### The metal 3 layer, run 1

Bar = 50 um.
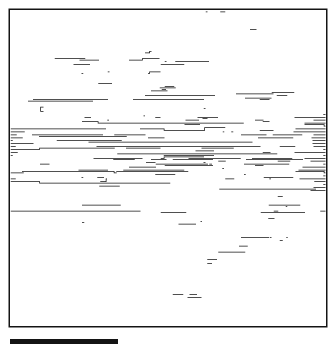
### Routing congestion map, run 1

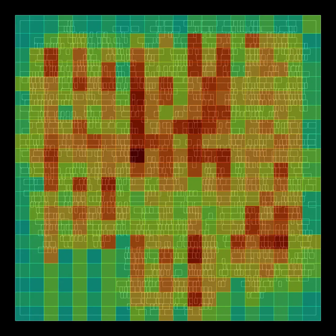
### M2 wires, run 1

Cells faint in the background.
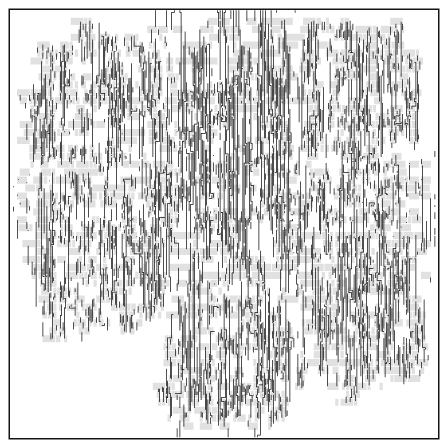
### Sequential cells grouped by signal name, run 1

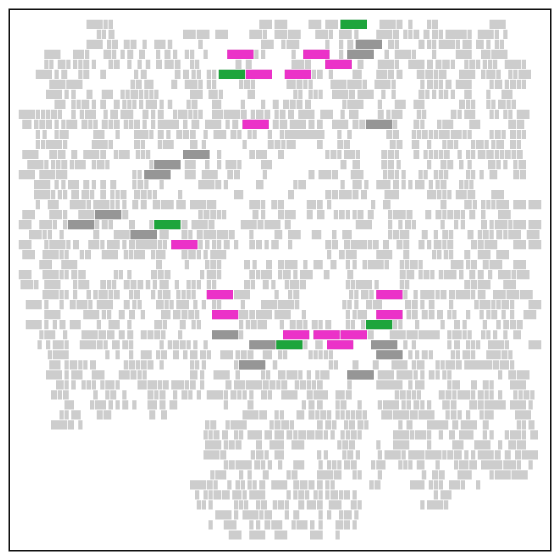
==> config.mk <==
export PLATFORM = sky130hd
export DESIGN_NAME = nxn_switch_allocator_flat
export DESIGN_NICKNAME = d
export VERILOG_FILES = /design/src/rtl/nxn_switch_allocator_if.sv /design/src/rtl/nxn_switch_allocator.sv /design/src/flat_wrapper.sv
export SDC_FILE = /design/constraint.sdc
export NUM_CORES = 1
export LEC_CHECK = 0
export ABC_AREA = 1
export CAP_MARGIN = 20
export CORE_MARGIN = 2
export CORE_UTILIZATION = 45
export CTS_BUF_LIST = sky130_fd_sc_hd__clkbuf_4
export CTS_CLUSTER_SIZE = 12
export DETAILED_ROUTE_END_ITERATION = 10
export PLACE_DENSITY = 0.69
export SKIP_LAST_GASP = 1
export SLEW_MARGIN = 10
export SYNTH_ARGS = -nofsm -noshare
export SYNTH_HDL_FRONTEND = slang
export SYNTH_SLANG_ARGS = --single-unit
==> constraint.sdc <==
create_clock -name clk_i -period 9.9 [get_ports clk_i]
set_input_delay 0.99 -clock clk_i [delete_from_list [all_inputs] [get_ports clk_i]]
set_output_delay 0.99 -clock clk_i [all_outputs]
set_load 0.05 [all_outputs]
==> tab_implementation.tex, run 1 <==
% Synthesis and place-and-route results
\begin{tabular}{lr}
\hline
Metric & Value \\
\hline
\multicolumn{2}{l}{\textbf{Worst setup path}} \\
Depth of the worst register-to-register path & 26 \\
Cell type with the highest occurrence count on the critical path & sky130\_fd\_sc\_hd\_\_nand3\_1 \\
Maximum net fanout on the critical path & 18 \\
Crit start category & input port \\
Reg-to-reg slack, setup & 5.46 ns \\
\multicolumn{2}{l}{\textbf{Floorplan}} \\
Die height & 146.7 um \\
DIE WIDTH & 146.7 um \\
Number of standard-cell rows in the floorplan & 52 \\
Floorplan Utilization & 45.58\% \\
Number of top-level pins & 67 \\
\multicolumn{2}{l}{\textbf{STA}} \\
Relative max-transition margin & 50.33\% \\
Worst clock skew on the final layout & 0.01783 ns \\
Max-slew violation count & 0 \\
Unrepaired setup endpoints after global routing & no \\
Final-report setup violation count & 0 \\
\multicolumn{2}{l}{\textbf{Global route}} \\
Global route overflow & 0 \\
\multicolumn{2}{l}{\textbf{Hold path}} \\
Worst min-delay path class & flip-flop to flip-flop \\
Instance count along the most critical hold path & 2 \\
\multicolumn{2}{l}{\textbf{Final layout}} \\
Area Growth Syn to Fin & 10.09\% \\
Top cells excl fill/tap & 377 x sky130\_fd\_sc\_hd\_\_nand2\_1, 238 x sky130\_fd\_sc\_hd\_\_inv\_1, 195 x sky130\_fd\_sc\_hd\_\_nand3\_1, 138 x sky130\_fd\_sc\_hd\_\_nor2\_1, 113 x sky130\_fd\_sc\_hd\_\_ha\_1 \\
Nets@finish & 1785 \\
\multicolumn{2}{l}{\textbf{Placed design}} \\
Final weighted congestion in routability-driven placement & 0.9369 \\
Pre-CTS WS & 4.912 ns \\
\multicolumn{2}{l}{\textbf{Pwr}} \\
Power per cell area & 122.5 mW/mm\^{}2 \\
Cell leakage power & 5.280 nW \\
\multicolumn{2}{l}{\textbf{Synthesis}} \\
Post-synth seq share & 7.646\% \\
Prevailing post-synth register cell & sky130\_fd\_sc\_hd\_\_dfxtp\_1 \\
Mean cell area of the mapped netlist & 5.767 sq um \\
\multicolumn{2}{l}{\textbf{CTS}} \\
CTS HTree Levels & 2 \\
Clock tree root driver cell & sky130\_fd\_sc\_hd\_\_clkbuf\_4 \\
Post-CTS Repair Setup Buffers & 0 \\
\multicolumn{2}{l}{\textbf{Route}} \\
Detailed-route wire length per cell & 14.24 um \\
\multicolumn{2}{l}{\textbf{Run status}} \\
Status & finished clean \\
\hline
\end{tabular}
About 'The metal 3 layer':
nets with wire on the layer: 127
share of all routed wire: 7.2%
wire length on this layer: 1960 um
Final Routed Wirelength: 27150 um
vias after detailed routing: 10110
met3 capacity usage during global routing: 4.379%

About 'Routing congestion map':
GR Util met1: 33.76%
gr busiest metal: met2

About 'M2 wires':
wire length on this layer: 12000 um
longest straight run: 50.3 um
Global Route met2 Usage: 41.34%

About 'Sequential cells grouped by signal name':
legend:
  u_core.g_out.state_reg:
    colour: green
    sequential_cells: 5
  u_core.g_out.owner_reg:
    colour: magenta
    sequential_cells: 15
sequential logic power: 0.245 mW
area taken by flip-flops and latches: 700.7 sq um
fraction of area in registers: 6.945%
final standard cell utilization of the core: 50.18%

## run 1: metrics by stage
step	instances	util, %	hold WS, ns
after floorplan	1589	-	0.4819
after global placement	1897	49.76	0.5022
final	1906	50.18	0.5249
after global routing	1905	50.17	0.5387
after CTS	1905	50.17	0.5246
after detailed placement	1897	49.76	0.5076
## run 1: cell type report
cell class                      instances  area, sq um
Clock buffer                            5        37.54
Sequential cell                        35        700.7
Antenna cell                            1        2.502
Fill cell                            2126        10020
Inverter                              267         1002
Multi-Input combinational cell       1259         7303
Timing Repair Buffer                   66        660.6
Tap cell                              270        337.8
Clock inverter                          3        43.79
## run 1: cell usage after synthesis, types with 3 or more instances
cell type / number
sky130_fd_sc_hd__a21oi_1: 43
sky130_fd_sc_hd__a21oi_2: 7
sky130_fd_sc_hd__a311o_1: 3
sky130_fd_sc_hd__a31oi_1: 8
sky130_fd_sc_hd__buf_2: 9
sky130_fd_sc_hd__buf_4: 7
sky130_fd_sc_hd__clkbuf_1: 10
sky130_fd_sc_hd__clkinv_1: 4
sky130_fd_sc_hd__dfxtp_1: 35
sky130_fd_sc_hd__ha_1: 113
sky130_fd_sc_hd__inv_1: 238
sky130_fd_sc_hd__inv_2: 25
sky130_fd_sc_hd__nand2_1: 377
sky130_fd_sc_hd__nand2_2: 34
sky130_fd_sc_hd__nand2_4: 7
sky130_fd_sc_hd__nand3_1: 195
sky130_fd_sc_hd__nand3_2: 13
sky130_fd_sc_hd__nand3b_1: 13
sky130_fd_sc_hd__nand4_1: 26
sky130_fd_sc_hd__nor2_1: 138
sky130_fd_sc_hd__nor2_2: 9
sky130_fd_sc_hd__nor2_4: 6
sky130_fd_sc_hd__nor3_1: 21
sky130_fd_sc_hd__o211ai_1: 17
sky130_fd_sc_hd__o21a_1: 7
sky130_fd_sc_hd__o21ai_0: 87
sky130_fd_sc_hd__o21ai_1: 30
sky130_fd_sc_hd__o21ai_2: 9
sky130_fd_sc_hd__o21bai_1: 8
sky130_fd_sc_hd__o221ai_1: 8
sky130_fd_sc_hd__o22ai_1: 8
sky130_fd_sc_hd__or2_2: 6
sky130_fd_sc_hd__xnor2_1: 5
sky130_fd_sc_hd__xor2_1: 29
sky130_fd_sc_hd__xor2_2: 6
## run 1: critical path, delay by kind of cell
family / cells / cell delay [ns]
compound gates: 2 / 0.29
buf+inv: 4 / 2.17
simple gates: 3 / 0.59
## run 1: kinds of logic after synthesis
| kind of cell | share of synthesized area, % |
|---|---|
| AND/OR/NAND/NOR | 43.27 |
| buffers and inverters | 12.66 |
| AND-OR/OR-AND | 16.36 |
| adder cells (fa/ha/maj) | 15.65 |
| XOR/XNOR | 4.314 |
| flip-flops | 7.646 |
| multiplexers | 0.1092 |
## run 1: per-layer routing
metal  share of wire [%]  vias up  GRT usage, %
met5                   0        -             0
met4                 1.7        0         5.485
met3                 7.2       39         4.379
met2                  44      256         41.34
met1                  47     4532         33.76
li1                    -     5285             -
## run 1: power by group
| group | switching (mW) | internal [mW] | leakage, nW |
|---|---|---|---|
| Sequential | 0.0776 | 0.167 | 0.285 |
| Clock | 0.0574 | 0.0531 | 0.0452 |
| Combinational | 0.584 | 0.296 | 4.95 |
| Total | 0.719 | 0.517 | 5.28 |
### Selected gate families, run 1

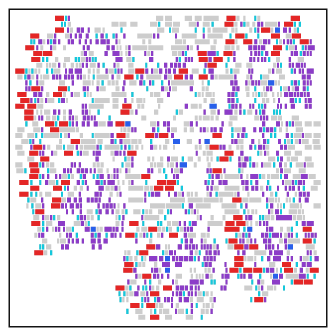

--- run 2 (diff from run 1) ---
Clock period 9.9 ns to 5 ns, I/O delays scaled along.
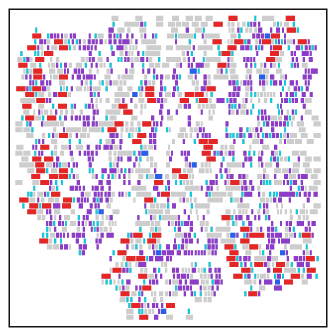
*Selected gate families, run 2*
legend:
  fa/ha/maj cells:
    colour: red
    cells: 114
    where: spread over the die
  inv cells:
    colour: cyan
    cells: 267
    where: spread over the die
  non-inverting ao/oa cells:
    colour: blue
    cells: 13
  nand cells:
    colour: purple
    cells: 669
    where: spread over the die
most frequent logic cell in the layout: sky130_fd_sc_hd__nand2_1
Layout Cells excl Fill: 1910
share of cell area taken by multi-input logic gates: 72.37%

==> run 2 against run 1 <==
Compared with the run above: sequential share of layout area is essentially flat; cell area is essentially flat; first-iteration DRC count grew 20%; clock-buffer cell count is the same; clock skew shrank 0.0029 ns; die area is the same; largest power group unchanged; global-route usage shrank 0.17 points.
==> tab_implementation.tex, run 2 <==
% Synthesis and place-and-route results
\begin{tabular}{lr}
\hline
Metric & Value \\
\hline
\multicolumn{2}{l}{\textbf{Run status}} \\
Status & finished clean (unchanged) \\
\multicolumn{2}{l}{\textbf{CTS}} \\
CTS HTree Levels & 2 (unchanged) \\
\multicolumn{2}{l}{\textbf{Pwr}} \\
Cell leakage power & 5.290 nW (was 5.280 nW) \\
Power Internal & 0.9735 mW (was 0.5165 mW) \\
Power per cell area & 236.0 mW/mm\^{}2 (was 122.5 mW/mm\^{}2) \\
Sequential fraction of design power & 19.4\% (was 19.8\%) \\
Power spent charging and discharging nets & 1.408 mW (was 0.7188 mW) \\
\multicolumn{2}{l}{\textbf{STA}} \\
Final-report setup violation count & 0 (unchanged) \\
Fin Hold WS & 0.5256 ns (was 0.5249 ns) \\
Worst clock skew on the final layout & 0.01494 ns (was 0.01783 ns) \\
\multicolumn{2}{l}{\textbf{Worst setup path}} \\
Maximum net fanout on the critical path & 16 (was 18) \\
Reg-to-reg slack, setup & 0.92 ns (was 5.46 ns) \\
Depth of the worst register-to-register path & 27 (was 26) \\
Crit start category & flip-flop (was input port) \\
\multicolumn{2}{l}{\textbf{Route}} \\
Vias after detailed routing & 10180 (was 10110) \\
\multicolumn{2}{l}{\textbf{Synthesis}} \\
Prevailing post-synth register cell & sky130\_fd\_sc\_hd\_\_dfxtp\_1 (unchanged) \\
Cell types with the highest counts after synthesis & 377 x sky130\_fd\_sc\_hd\_\_nand2\_1, 238 x sky130\_fd\_sc\_hd\_\_inv\_1, 195 x sky130\_fd\_sc\_hd\_\_nand3\_1, 138 x sky130\_fd\_sc\_hd\_\_nor2\_1, 113 x sky130\_fd\_sc\_hd\_\_ha\_1 (unchanged) \\
Post-synth seq share & 7.646\% (unchanged) \\
Mean cell area of the mapped netlist & 5.767 sq um (unchanged) \\
\multicolumn{2}{l}{\textbf{Floorplan}} \\
Die height & 146.7 um (unchanged) \\
Floorplan Utilization & 45.58\% (unchanged) \\
Number of top-level pins & 67 (unchanged) \\
DIE WIDTH & 146.7 um (unchanged) \\
Number of standard-cell rows in the floorplan & 52 (unchanged) \\
\multicolumn{2}{l}{\textbf{Placed design}} \\
Pre-CTS WS & 1.010 ns (was 4.912 ns) \\
Final weighted congestion in routability-driven placement & 0.9605 (was 0.9369) \\
Number of placed instances, taps included & 1902 (was 1897) \\
\multicolumn{2}{l}{\textbf{Hold path}} \\
Worst min-delay path class & flip-flop to flip-flop (unchanged) \\
Instance count along the most critical hold path & 2 (unchanged) \\
\multicolumn{2}{l}{\textbf{Final layout}} \\
Top cells excl fill/tap & 377 x sky130\_fd\_sc\_hd\_\_nand2\_1, 238 x sky130\_fd\_sc\_hd\_\_inv\_1, 195 x sky130\_fd\_sc\_hd\_\_nand3\_1, 138 x sky130\_fd\_sc\_hd\_\_nor2\_1, 113 x sky130\_fd\_sc\_hd\_\_ha\_1 (unchanged) \\
\hline
\end{tabular}
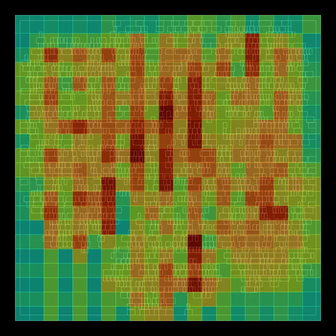
*Routing congestion map, run 2*
Tot GR Track Use: 24.71%
final standard cell utilization of the core: 50.19%
detailed-route wire length per cell: 14.17 um
Global Route met2 Usage: 40.02%

[run 2: metal layers]
layer | up-vias | GRT usage (%) | part of all wire [%]
met4 | 0 | 6.262 | 2.4
li1 | 5277 | - | -
met5 | - | 0 | 0
met3 | 51 | 2.547 | 6.3
met2 | 289 | 40.02 | 43
met1 | 4566 | 35.15 | 48
[run 2: kinds of logic after synthesis]
logic type | Yosys count | synth area share (%)
simple gates | 856 | 43.27
buf+inv | 295 | 12.66
compound gates | 248 | 16.36
fa+ha+maj | 114 | 15.65
xor+xnor | 40 | 4.314
flops | 35 | 7.646
mux | 1 | 0.1092
[run 2: worst max-delay path, cell delays in order, from the launching register on]
cell and delay (ns):
sky130_fd_sc_hd__dfxtp_1 0.32, sky130_fd_sc_hd__buf_4 0.19, sky130_fd_sc_hd__inv_1 0.16, sky130_fd_sc_hd__ha_1 0.20
sky130_fd_sc_hd__inv_1 0.07, sky130_fd_sc_hd__ha_1 0.34, sky130_fd_sc_hd__inv_1 0.08, sky130_fd_sc_hd__ha_1 0.18
sky130_fd_sc_hd__nor2_1 0.08, sky130_fd_sc_hd__inv_1 0.06, sky130_fd_sc_hd__o21ai_2 0.16, sky130_fd_sc_hd__xor2_1 0.28
sky130_fd_sc_hd__ha_1 0.19, sky130_fd_sc_hd__inv_1 0.05, sky130_fd_sc_hd__or2_2 0.28, sky130_fd_sc_hd__nand2_2 0.11
sky130_fd_sc_hd__nand3_1 0.16, sky130_fd_sc_hd__nand2_1 0.13, sky130_fd_sc_hd__nand2_1 0.06, sky130_fd_sc_hd__nand3_1 0.11
sky130_fd_sc_hd__nand3_1 0.08, sky130_fd_sc_hd__nand2_1 0.14, sky130_fd_sc_hd__nand4_1 0.14, sky130_fd_sc_hd__nor2_1 0.18
sky130_fd_sc_hd__nand2_1 0.07, sky130_fd_sc_hd__nand2_1 0.07, sky130_fd_sc_hd__nor2_1 0.04, sky130_fd_sc_hd__nor2_1 0.07
[run 2: power groups by stage]
stage / combinational, mW / sequential (mW) / clock [mW]
floorplan: 1.41 / 0.385 / 0
global placement: 1.71 / 0.462 / 0
detailed placement: 1.74 / 0.461 / 0
CTS: 1.74 / 0.456 / 0.158
global route: 1.99 / 0.471 / 0.170
finish: 1.76 / 0.462 / 0.158
[run 2: final cells by class]
cell class,count,area (sq um),area share [%]
diodes,1,2.502,0.02480
clock buffers,5,37.54,0.3720
repair buffers,71,698.2,6.919
clock inverters,2,8.758,0.08680
well taps,270,337.8,3.348
flip-flops and latches,35,700.7,6.944
multi-input cells,1259,7303,72.37
inverters,267,1002,9.932
Power and IR drop assume default switching activity.
